### Track usage over the die, run 1

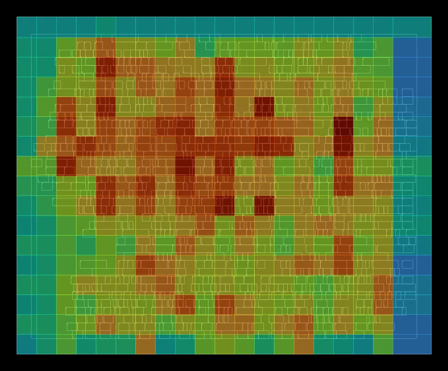
### Power grid, run 1

The bar under the picture is 50 µm long. Pins as bars on the die edge. Tap cells in gray.
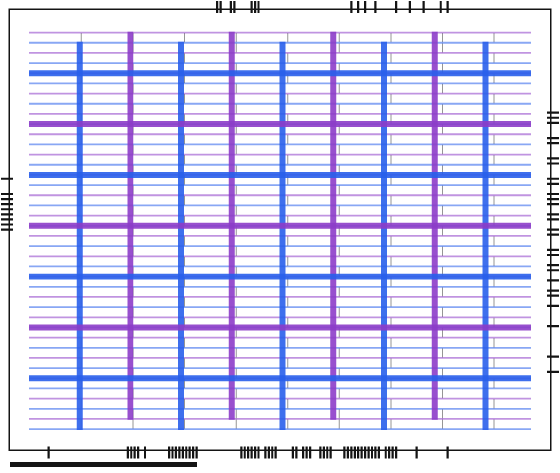
### Cell classes on the final placement, run 1

The bar under the picture is 50 µm long.
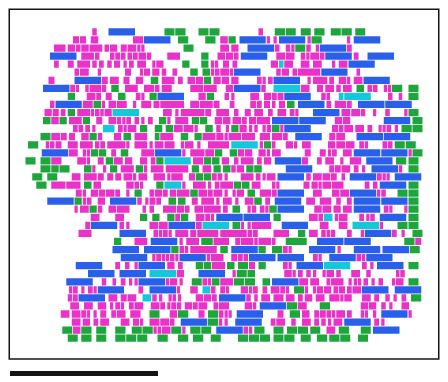
### config.mk
export PLATFORM = sky130hd
export DESIGN_NAME = mult16_seq_ctrl
export DESIGN_NICKNAME = d
export VERILOG_FILES = /design/src/rtl/mult16_seq_ctrl.sv
export SDC_FILE = /design/constraint.sdc
export NUM_CORES = 1
export LEC_CHECK = 0
export CAP_MARGIN = 0
export CORE_ASPECT_RATIO = 0.8
export CORE_MARGIN = 5
export CORE_UTILIZATION = 50
export DETAILED_ROUTE_END_ITERATION = 7
export PLACE_DENSITY = 0.78
export SLEW_MARGIN = 20
export SYNTH_ARGS = -nofsm -noshare
export SYNTH_HDL_FRONTEND = slang
export SYNTH_SLANG_ARGS = --single-unit
### constraint.sdc
create_clock -name nvdla_core_clk -period 3.55 [get_ports nvdla_core_clk]
set_input_delay 0.71 -clock nvdla_core_clk [delete_from_list [all_inputs] [get_ports nvdla_core_clk]]
set_output_delay 0.71 -clock nvdla_core_clk [all_outputs]
set_load 0.02 [all_outputs]
### src/rtl/mult16_seq_ctrl.sv
// mult16_seq_ctrl
// Signed 16x16 multiply sequenced over four cycles of one shared, purely
// combinational 8x8 unsigned multiplier (mult8x8, outside this block).
// Operand magnitudes are registered at acceptance. The four partial products
// are accumulated in the order lo*lo, lo*hi, hi*lo, hi*hi. The sign is
// applied in a final cycle. The result is returned over a valid/ready
// handshake, and only one transaction is in flight at a time.
//
// Optional feature: define MULT16_SEQ_ZERO_SKIP_EN to route an operand pair
// containing a zero straight from IDLE to DONE with a zero result. When the
// feature is enabled, that path has a latency of one cycle and the shared
// multiplier is left untouched.
module mult16_seq_ctrl #(
   parameter int DW = 16
) (
   input  logic              nvdla_core_clk,
   input  logic              nvdla_core_rst,
   input  logic              in_valid,
   output logic              in_ready,
   input  logic [DW-1:0]     in_a,
   input  logic [DW-1:0]     in_b,
   output logic              out_valid,
   input  logic              out_ready,
   output logic [2*DW-1:0]   out_data,
   output logic [DW/2-1:0]   mul_a,
   output logic [DW/2-1:0]   mul_b,
   input  logic [DW-1:0]     mul_p,
   output logic              busy
);

   localparam int HW = DW / 2;

   localparam logic [1:0] S_IDLE = 2'd0;
   localparam logic [1:0] S_PP   = 2'd1;
   localparam logic [1:0] S_SIGN = 2'd2;
   localparam logic [1:0] S_DONE = 2'd3;

   logic [1:0]      state;
   logic [1:0]      pp_cnt;
   logic [DW-1:0]   mag_a;
   logic [DW-1:0]   mag_b;
   logic            sign;
   logic [2*DW-1:0] acc;

   logic [DW-1:0]   abs_a;
   logic [DW-1:0]   abs_b;
   logic [4:0]      pp_shift;
   logic [2*DW-1:0] pp_shifted;
   logic            accept;
   logic            zero_skip;

   // Magnitudes of the incoming operands; the most negative value maps to
   // its own bit pattern, which is the correct unsigned magnitude.
   assign abs_a  = in_a[DW-1] ? (~in_a + 1'b1) : in_a;
   assign abs_b  = in_b[DW-1] ? (~in_b + 1'b1) : in_b;
   assign accept = in_valid && in_ready;

`ifdef MULT16_SEQ_ZERO_SKIP_EN
   assign zero_skip = (in_a == '0) || (in_b == '0);
`else
   assign zero_skip = 1'b0;
`endif

   assign in_ready  = (state == S_IDLE);
   assign out_valid = (state == S_DONE);
   assign busy      = (state != S_IDLE);

   // Select the operand halves and shift for the current partial product;
   // the multiplier inputs stay at zero outside PP.
   always_comb begin
      // NOTE: every output of this block gets a default first, so no path can leave one unassigned and infer a latch.
      mul_a    = '0;
      mul_b    = '0;
      pp_shift = 5'd0;
      if (state == S_PP) begin
         case (pp_cnt)
            2'd0: begin
               mul_a    = mag_a[HW-1:0];
               mul_b    = mag_b[HW-1:0];
               pp_shift = 5'd0;
            end
            2'd1: begin
               mul_a    = mag_a[HW-1:0];
               mul_b    = mag_b[DW-1:HW];
               pp_shift = 5'd8;
            end
            2'd2: begin
               mul_a    = mag_a[DW-1:HW];
               mul_b    = mag_b[HW-1:0];
               pp_shift = 5'd8;
            end
            default: begin
               mul_a    = mag_a[DW-1:HW];
               mul_b    = mag_b[DW-1:HW];
               pp_shift = 5'd16;
            end
         endcase
      end
   end

   assign pp_shifted = {{DW{1'b0}}, mul_p} << pp_shift;

   // Sequencer: accept the operands, accumulate four partial products,
   // apply the sign, then hold the result until the consumer takes it.
   always_ff @(posedge nvdla_core_clk or posedge nvdla_core_rst) begin
      if (nvdla_core_rst) begin
         state    <= S_IDLE;
         pp_cnt   <= 2'd0;
         mag_a    <= '0;
         mag_b    <= '0;
         sign     <= 1'b0;
         acc      <= '0;
         out_data <= '0;
      end else begin
         // NOTE: state is updated with non-blocking assignments, so each register reads the values from before the edge.
         case (state)
            S_IDLE: begin
               if (accept) begin
                  mag_a  <= abs_a;
                  mag_b  <= abs_b;
                  sign   <= in_a[DW-1] ^ in_b[DW-1];
                  acc    <= '0;
                  pp_cnt <= 2'd0;
                  if (zero_skip) begin
                     out_data <= '0;
                     state    <= S_DONE;
                  end else begin
                     state    <= S_PP;
                  end
               end
            end
            S_PP: begin
               acc    <= acc + pp_shifted;
               pp_cnt <= pp_cnt + 2'd1;
               if (pp_cnt == 2'd3) begin
                  state <= S_SIGN;
               end
            end
            S_SIGN: begin
               out_data <= sign ? (~acc + 1'b1) : acc;
               state    <= S_DONE;
            end
            default: begin
               if (out_ready) begin
                  state <= S_IDLE;
               end
            end
         endcase
      end
   end

endmodule

==> results_slide.txt <==
Physical Implementation Snapshot

Power
  – Seq pwr: 2010 µW
  – Sw Ratio: 0.4509
  – Clk network pwr share: 0.136
  – Lkg Pwr: 0.004333 µW
  – Pint: 3976 µW

Floorplanning
  – Die Area: 16980 µm²
  – Pre-Place Util: 0.5075

Global route
  – First-pass GRT wire length: 33780 µm
  – Largest net degree at the start of global routing: 68
  – GR Overflow Total: 0
  – Gr usage total: 0.2489

Yosys
  – Yosys chip area: 7231 µm²
  – Yosys adder share: 0.08064
  – Simple-gate portion of the synthesized area: 0.1846
  – Top cells, area: dfrtp_1 35%, ha_1 7.8%, o21ai_0 7.3%
  – Dominant flop cell: dfrtp_1
  – YS warnings: 0
  – Yosys top cell by area: dfrtp_1
  – Seq/Total Area, Yosys: 0.3495
  – Mean post-synth cell area: 8.437 µm²
  – # Cells Yosys: 857
  – Synthesized area: 7231 µm²
  – Most frequent cell after synthesis: nand2_1
  – Synth cell types: 59
  – Synth Instances: 857
  – Share of the synthesized area in the top cell type: 0.3495
  – Number of enable flip-flop cells: 0
  – Share of flip-flops with an asynchronous set or reset: 1.000
  – Dominant combinational family: AND-OR/OR-AND gates
  – Ys flops: 101
  – Aoi share: 0.2497
  – XOR Share, Synth: 0.08600

Final timing
  – Hold Vio Cnt, Final: 0
  – Setup Skew: 16.14 ps
  – Min Tclk post-route: 3512 ps
  – Fmax: 284.8 MHz
  – Setup violations, final: 0
  – Tightest Pin Transition: 921.3 ps
  – Setup WS post-layout: 38.17 ps
  – Max-slew violations: 0
  – RSZ-0062 raised after global routing: true
  – Tightest hold margin: 477.5 ps
  – Relative slew slack: 0.3858

Placement
  – Placed insts: 1186
  – PortBufs: 102
  – Area after DPL: 8992 µm²
  – Final HPWL DP: 16260 µm
  – GP Congestion: 1.002

Clock tree
  – CTS tree: yes
  – CTS clock-pin slew for the worst setup and hold paths: 80 ps
  – Bufs on Longest Clock Path: 2
  – CTS H-tree lvls: 3
  – Root Buffer: clkbuf_16
  – Sink Count: 101
  – TritonCTS buffer count: 9
  – Clk_lat worst skew: 370 ps

Worst setup path
  – Reg2reg start: pp_cnt[0]$_DFFE_PP0P_
  – CP Class: flip-flop to flip-flop
  – Worst path max stage delay: 480 ps
  – Cell count along the critical path: 15
  – Reg2reg setup slack: 40 ps
  – CP Cell Sequence: inv_1 > ha_4 > nand2_8 > mux2i_4 > nor2_1 > ha_1 > buf_4 > nand3_1 > nand2_1 > a21oi_1 > o31ai_4 > a31o_4 > a31o_2 > a2111oi_0 > a221o_1
  – CP startpoint kind: flip-flop
  – WP data arrival: 3820 ps

Cells and area
  – Comb gate area: 4661 µm²
  – Final #Nets: 1120
  – Most numerous logic cell after layout: nand2_1
  – Filler cells: 1220
  – Syn-to-layout area delta: 31.15%
  – Layout cells sized above 1: 0.1402
  – Flip-flop and latch area: 2527 µm²
  – Antenna cell count: 0
  – Post-layout instance count excluding filler cells: 1211

Flow run
  – Tool Warnings: 37

Min path
  – Hold path start: mag_a[3]$_DFFE_PP0P_

Routing
  – Pre-antenna DRT Iters: 5
  – Routed Wire Length: 21300 µm
  – Vias per cell: 5.837
  – Antenna viol nets, final: 0

Run status
  – Status: finished, final reports clean
## Picture notes: 'Track usage over the die'
GR Layer Usage met2: 0.3365
Global Route met1 Usage: 0.3972
routed len/inst: 17.59 µm
grt met3 use: 0.05443

## Picture notes: 'Power grid'
- blue: VSS
- purple: VDD
- met1 rails: 40
- tap cells: 184
- met5 straps: 7
DIE WIDTH: 144.5 µm
Chip Height: 117.6 µm
core area: 14250 µm²
Max IR drop VDD: 0.6302 mV

## Picture notes: 'Cell classes on the final placement'
- blue: flops (cells 101; share of their area 27%)
- cyan: clock drivers and dummy loads (cells 16; share of their area 3.1%)
- green: other buffers and delay cells (cells 191; share of their area 18%)
- magenta: combinational and other logic (cells 719; share of their area 51%)
post-route cell area: 9483 µm²
Seq area share: 0.2665
Final Core Density: 0.6655

run 1: per-layer routing:
layer  part of all wire  up-vias  track usage
met2               0.42      244       0.3365
li1                   -     3448            -
met4              0.013        0      0.06235
met1               0.48     3353       0.3972
met5                  0        -            0
met3              0.086       24      0.05443
run 1: worst max path at each step:
stage,endpoint,startpoint
after floorplan,acc[26]$_DFFE_PP0P_,pp_cnt[0]$_DFFE_PP0P_
after global placement,acc[26]$_DFFE_PP0P_,mul_p[0]
after detailed placement,acc[27]$_DFFE_PP0P_,mul_p[6]
after CTS,acc[25]$_DFFE_PP0P_,state[1]$_DFFE_PP0P_
after global routing,acc[25]$_DFFE_PP0P_,pp_cnt[0]$_DFFE_PP0P_
final,acc[30]$_DFFE_PP0P_,pp_cnt[0]$_DFFE_PP0P_
run 1: layout make-up:
| type | count | area share |
|---|---|---|
| Clock buffer | 9 | 0.02375 |
| Clock inverter | 7 | 0.006597 |
| Inverter | 19 | 0.007785 |
| Multi-Input combinational cell | 700 | 0.4915 |
| Sequential cell | 101 | 0.2665 |
| Tap cell | 184 | 0.02428 |
| Timing Repair Buffer | 191 | 0.1796 |
run 1: sequential cells by signal, indices dropped and copies added (netlist names):
| name | flops |
|---|---|
| out_data | 32 |
| pp_cnt | 2 |
| acc | 32 |
| state | 2 |
| mag_b | 16 |
| sign | 1 |
| mag_a | 16 |
run 1: logic make-up (layout without fill, tap and decap cells):
logic type | after synthesis | in the layout
adders and majority gates | 46 | 46
muxes | 14 | 14
xor gates and xnor gates | 71 | 71
buffers and inverters | 57 | 226
and+or+nand+nor | 281 | 282
DFF | 101 | 101
AOI/OAI and AO/OA | 287 | 287
run 1: timing repair:
action                     4_1_cts  5_1_grt
hold buffers                     0        0
pin swaps                        1        6
gates resized                    4       22
setup endpoints to repair        6       18
cloned                           0        2
buffers inserted                 1        6
Power figures rest on the tool's default switching activity, not on a simulated workload.
